`config.mk`:
```
export PLATFORM = sky130hd
export DESIGN_NAME = fetch_stage
export DESIGN_NICKNAME = d
export VERILOG_FILES = /design/src/rtl/cpu_types_pkg.sv /design/src/rtl/fetch_skid_buf.sv /design/src/rtl/fetch_stage.sv
export SDC_FILE = /design/constraint.sdc
export NUM_CORES = 1
export LEC_CHECK = 0
export ABC_CLOCK_PERIOD_IN_PS = 2200
export CAP_MARGIN = 20
export CORE_ASPECT_RATIO = 1.5
export CORE_MARGIN = 1
export CORE_UTILIZATION = 47
export DETAILED_ROUTE_END_ITERATION = 8
export PLACE_DENSITY = 0.77
export SYNTH_ARGS = -nofsm -noshare
export SYNTH_HDL_FRONTEND = slang
export SYNTH_SLANG_ARGS = --single-unit
export TNS_END_PERCENT = 20
```
`constraint.sdc`:
```
create_clock -name CLK -period 2.2 [get_ports CLK]
set_clock_uncertainty 0.15 [all_clocks]
set_input_delay 0.44 -clock CLK [delete_from_list [all_inputs] [get_ports CLK]]
set_output_delay 0.44 -clock CLK [all_outputs]
set_load 0.005 [all_outputs]
```
`src/rtl/cpu_types_pkg.sv`:
```
// Shared CPU types: machine word, fetch FSM encoding and PC step.
package cpu_types_pkg;

  typedef logic [31:0] word_t;

  typedef enum logic [1:0] {
    FETCH  = 2'd0,
    DROP   = 2'd1,
    HALTED = 2'd2
  } fetch_state_t;

  localparam word_t PC_INC = 32'd4;

endpackage

```
`src/rtl/fetch_skid_buf.sv`:
```
// One-entry {instr, npc} holding register for a fetch that lands during a stall.
module fetch_skid_buf
  import cpu_types_pkg::*;
(
  input  logic  CLK,
  input  logic  nRST,
  input  logic  push,
  input  logic  pop,
  input  logic  clear,
  input  word_t push_instr,
  input  word_t push_npc,
  output logic  full,
  output word_t instr,
  output word_t npc
);

  // clear wins over push so a flush/redirect never leaves a stale entry
  always_ff @(posedge CLK or negedge nRST) begin
    if (!nRST) begin
      full  <= 1'b0;
      instr <= '0;
      npc   <= '0;
    end else if (clear) begin
      full <= 1'b0;
    end else if (push) begin
      full  <= 1'b1;
      instr <= push_instr;
      npc   <= push_npc;
    end else if (pop) begin
      full <= 1'b0;
    end
  end

endmodule

```
`src/rtl/fetch_stage.sv`:
```
// Instruction fetch stage with IF/ID register, redirect drop handling and halt.
// Optional skid buffer for fetches returning during a stall: FETCH_SKID_EN.
module fetch_stage
  import cpu_types_pkg::*;
#(
  parameter word_t PC_INIT = 32'h0000_0000
) (
  input  logic         CLK,
  input  logic         nRST,
  input  logic         ihit,
  input  word_t        iload,
  output logic         imemREN,
  output logic [31:0]  imemaddr,
  input  logic         stall,
  input  logic         flush,
  input  logic         redirect,
  input  logic [31:0]  redirect_pc,
  input  logic         halt,
  output logic [31:0]  instr,
  output logic [31:0]  npc,
  output logic         valid,
  output fetch_state_t fsm_state
);

  // Handshake: imemREN=1 holds a read of imemaddr open; a cycle with ihit=1
  // completes it with iload, and no other cycle transfers data.

  fetch_state_t state, state_n;
  word_t pc, pc_n, old_pc, old_pc_n, target, target_n;
  word_t instr_n, npc_n;
  logic  valid_n;
  logic  skid_full;

`ifdef FETCH_SKID_EN
  logic  skid_push, skid_pop, skid_clear;
  word_t skid_instr, skid_npc;

  fetch_skid_buf u_skid (
    .CLK        (CLK),
    .nRST       (nRST),
    .push       (skid_push),
    .pop        (skid_pop),
    .clear      (skid_clear),
    .push_instr (iload),
    .push_npc   (pc + PC_INC),
    .full       (skid_full),
    .instr      (skid_instr),
    .npc        (skid_npc)
  );
`else
  assign skid_full = 1'b0;
`endif

  always_ff @(posedge CLK or negedge nRST) begin
    if (!nRST) begin
      state  <= FETCH;
      pc     <= PC_INIT;
      old_pc <= PC_INIT;
      target <= PC_INIT;
      instr  <= '0;
      npc    <= '0;
      valid  <= 1'b0;
    end else begin
      state  <= state_n;
      pc     <= pc_n;
      old_pc <= old_pc_n;
      target <= target_n;
      instr  <= instr_n;
      npc    <= npc_n;
      valid  <= valid_n;
    end
  end

  always_comb begin
    state_n  = state;
    pc_n     = pc;
    old_pc_n = old_pc;
    target_n = target;
    instr_n  = instr;
    npc_n    = npc;
    valid_n  = valid;
`ifdef FETCH_SKID_EN
    skid_push  = 1'b0;
    skid_pop   = 1'b0;
    skid_clear = 1'b0;
`endif
    case (state)
      HALTED: ;
      default: begin
        if (halt) begin
          state_n = HALTED;
          valid_n = 1'b0;
`ifdef FETCH_SKID_EN
          skid_clear = 1'b1;
`endif
        end else if (state == DROP) begin
          // the in-flight read of old_pc must return before the new target is issued
          if (redirect) target_n = redirect_pc;
          if (flush) begin
            valid_n = 1'b0;
            instr_n = '0;
          end
          if (ihit) begin
            pc_n    = redirect ? redirect_pc : target;
            state_n = FETCH;
          end
        end else if (redirect) begin
`ifdef FETCH_SKID_EN
          skid_clear = 1'b1;
`endif
          if (ihit) begin
            pc_n = redirect_pc;
          end else begin
            old_pc_n = pc;
            target_n = redirect_pc;
            state_n  = DROP;
          end
        end else if (flush) begin
          valid_n = 1'b0;
          instr_n = '0;
`ifdef FETCH_SKID_EN
          skid_clear = 1'b1;
`endif
        end else if (stall) begin
`ifdef FETCH_SKID_EN
          if (ihit && !skid_full) begin
            skid_push = 1'b1;
            pc_n      = pc + PC_INC;
          end
`endif
        end else begin
`ifdef FETCH_SKID_EN
          if (skid_full) begin
            instr_n  = skid_instr;
            npc_n    = skid_npc;
            valid_n  = 1'b1;
            skid_pop = 1'b1;
          end else
`endif
          if (ihit) begin
            instr_n = iload;
            npc_n   = pc + PC_INC;
            valid_n = 1'b1;
            pc_n    = pc + PC_INC;
          end
        end
      end
    endcase
  end

  assign imemREN   = nRST && (state != HALTED) && !skid_full;
  assign imemaddr  = !nRST ? PC_INIT : ((state == DROP) ? old_pc : pc);
  assign fsm_state = state;

endmodule

```
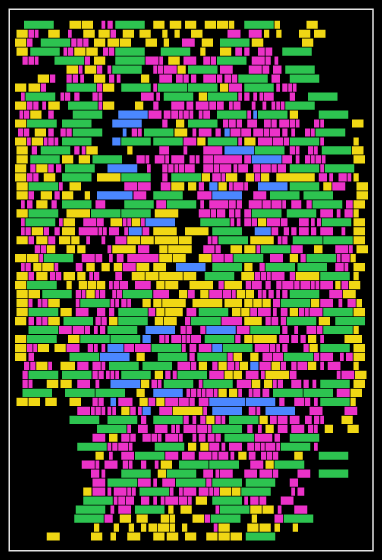
Figure 1: run 1, placement by cell class.
legend:
  blue:
    class: clock drivers and dummy loads
    cells: 32
    share_of_their_area: 5.0%
  magenta:
    class: remaining logic cells
    cells: 647
    share_of_their_area: 35%
  yellow:
    class: remaining buffers and delay cells
    cells: 307
    share_of_their_area: 25%
  green:
    class: registers
    cells: 163
    share_of_their_area: 35%
Final Core Density: 70.6%
Row Count: 58
sequential share of cell area: 34.2%
core area: 16900 sq um

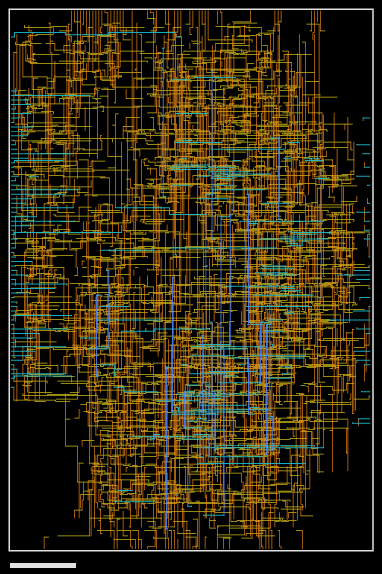
Figure 2: run 1, metal layers overlaid.
Scale bar: 20 um.
legend:
  yellow:
    layer: M1
    wire_length: 9580 um
  cyan:
    layer: M3
    wire_length: 1710 um
  blue:
    layer: M4
    wire_length: 1180 um
  orange:
    layer: M2
    wire_length: 13100 um
routed wirelength normalized by instance count: 18.8 um
aggregate routed wire length: 25600 um

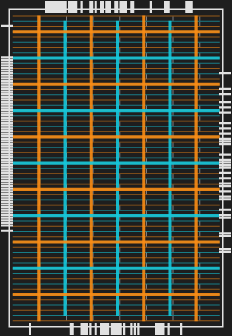
Figure 3: run 1, power grid.
Pins as bars on the die edge. Tap cells in grey.
legend:
  orange:
    net: VSS
  cyan:
    net: VDD
signal pins: 171
met1 rails: 59
met5 straps: 11
rows: 58
Die H: 164 um
width of the die: 110 um
Worst VDD drop: 0.633 mV

==> flow_metrics.py, run 1 <==
# Synthesis and PnR figures
metrics = {
    "status": {
        "outcome": "finished, violations left",
        "failed_checks": "negative setup slack",
    },
    "synth": {
        "aoi_share_pct": 16.2,
        "netlist_top_cells_area": "dfrtp_1, mux2_2, nand2_1, o21ai_0, a21boi_0",
        "synth.top_cells.by_count": "dfrtp_1, nand2_1, o21ai_0",
        "total_standard_cell_area_after_synthesis_sq_um": 8180,
        "postSynthSeqShare_pct": 49.9,
    },
    "hold_path": {
        "worstHoldPathType": "in -> async",
    },
    "global_route": {
        "global_route_wire_length_before_repair_um": 39400,
        "number_of_global_route_vias_before_repair": 7801,
        "track_usage_pct": 28.9,
        "top_usage_layer": "met2",
    },
    "worst_setup_path": {
        "largest_driver_fanout_on_the_critical_path": 6,
        "critPathCaptureType": "output port",
        "worst_setup_path_startpoint": "fsm_state[0]",
        "critical_path_depth": 7,
        "start_kind": "flop",
        "timing.setup.critical_path_class": "reg -> out",
    },
    "drt": {
        "route.detailed.vias_per_inst": 5.72,
        "met2RoutedLength_um": 13100,
        "drt_first_pass_iters": 5,
        "maxUsedRoutingLayer": "met4",
        "detail_route_antenna_nets": 0,
        "routed_vias": 7767,
    },
    "cells_and_area": {
        "most-common-layout-cells": "dfrtp_1, clkdlybuf4s50_1, nand2_1",
        "final.clkbuf_count": 21,
        "nonClockBufferCount": 307,
        "largest_class": "sequential cells",
        "combAreaFraction_pct": 32.7,
        "diodes": 0,
    },
    "clock_tree": {
        "cts_max_path_buffers": 2,
        "post_cts_resize_count": 193,
        "number_of_post_cts_setup_repair_buffers": 15,
        "ctsHtreeMaxLevel": 4,
        "tritoncts": "built",
        "cts_hold_buf": 7,
    },
    "power_and_ir_drop": {
        "total_design_power_mw": 7.29,
        "ratio_of_total_power_to_cell_area_nw_per_um2": 611,
        "pg_comb_mw": 0.979,
    },
    "timing": {
        "max_freq_mhz": 426,
        "final.min_clock_period_ns": 2.34,
        "timing.final.ws_setup_ns": -0.145,
        "final.hold.worst_slack_ns": 0.0117,
        "worst_slew_pin_slew_ns": 0.547,
        "setup_violations": 66,
    },
    "floorplanning": {
        "core_util_floorplan_pct": 48.4,
    },
    "place": {
        "numPortBuffers": 170,
        "dp_cell_count": 1290,
    },
}
==> run 1 -> run 2 <==
Settings changed: REMOVE_ABC_BUFFERS from default to 1, SYNTH_HIERARCHICAL from default to 1.
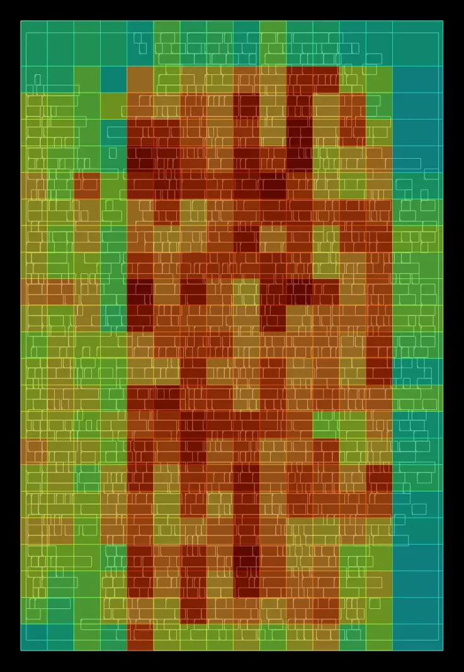
Figure 4: run 2, congestion heat map.
GRT Total Usage: 30.5%
global routing met3 resource utilization: 7.54%
most congested layer reported by global routing: met2

==> run 2 against run 1 <==
Compared with the run above:
- the run still ends with negative setup slack left
- wire length grew 1.3%
- first-iteration DRC count grew 46%
- sequential share of layout area shrank 0.33 points
- combinational power grew 4%
- synthesized cell count is the same
- critical path type unchanged
- critical endpoint is now imemaddr[29]
==> flow_metrics.py, run 2 <==
# Synthesis and PnR figures
metrics = {
    "floorplanning": {
        "fp-row-count": 58,
    },
    "worst_setup_path": {
        "critPathCaptureType": "output port",
        "largest_driver_fanout_on_the_critical_path": 6,
        "worst_setup_path_startpoint": "fsm_state[1]",
    },
    "cells_and_area": {
        "largest_class": "sequential cells",
        "diodes": 0,
        "seqAreaFraction_pct": 33.8,
        "postLayoutCoreUtil_pct": 71.3,
        "final.clkbuf_count": 23,
        "combAreaFraction_pct": 32.3,
    },
    "drt": {
        "drt_first_pass_iters": 6,
        "routed_wirelength_um": 25900,
        "met2RoutedLength_um": 13500,
        "routedWlPerCell_um": 19.0,
    },
    "synth": {
        "netlist_top_cells_area": "dfrtp_1, mux2_2, nand2_1, o21ai_0, a21boi_0",
        "postSynthSeqShare_pct": 49.9,
        "synth.top_cells.by_count": "dfrtp_1, nand2_1, o21ai_0",
    },
    "power_and_ir_drop": {
        "pg_comb_mw": 1.02,
    },
    "clock_tree": {
        "cts_max_path_buffers": 2,
        "ctsHtreeMaxLevel": 4,
        "post_cts_resize_count": 206,
    },
    "place": {
        "numPortBuffers": 170,
    },
    "global_route": {
        "global_route_wire_length_before_repair_um": 41600,
        "number_of_global_route_vias_before_repair": 8318,
    },
    "status": {
        "outcome": "finished, violations left",
        "failed_checks": "negative setup slack",
    },
    "timing": {
        "setup_violations": 36,
        "timing.final.ws_setup_ns": -0.151,
    },
}
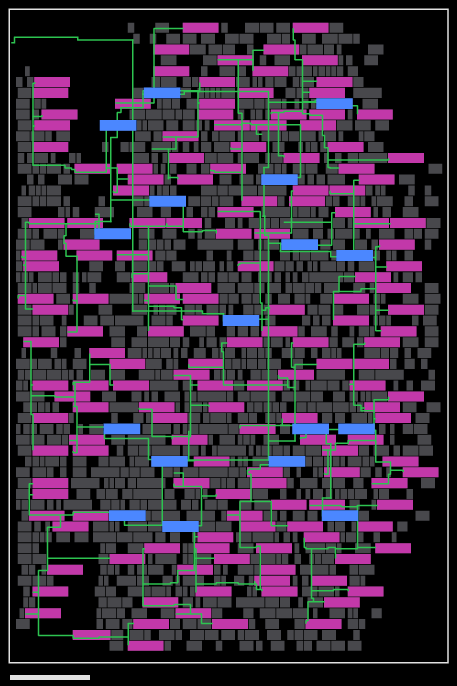
Figure 5: run 2, clock network drawn from the DEF.
Scale bar: 20 um.
legend:
  blue:
    item: clock-net drivers
    count: 17
  green:
    item: clock wires
    length: 2010 um
  magenta:
    item: flip-flops
    count: 163
flops lie: widely spread
routed clock nets: 18
reported clock group power: 2.83 mW
worst skew pair latency: 0.43 ns
Clock power frac: 39.4%

Power and IR drop assume default switching activity.
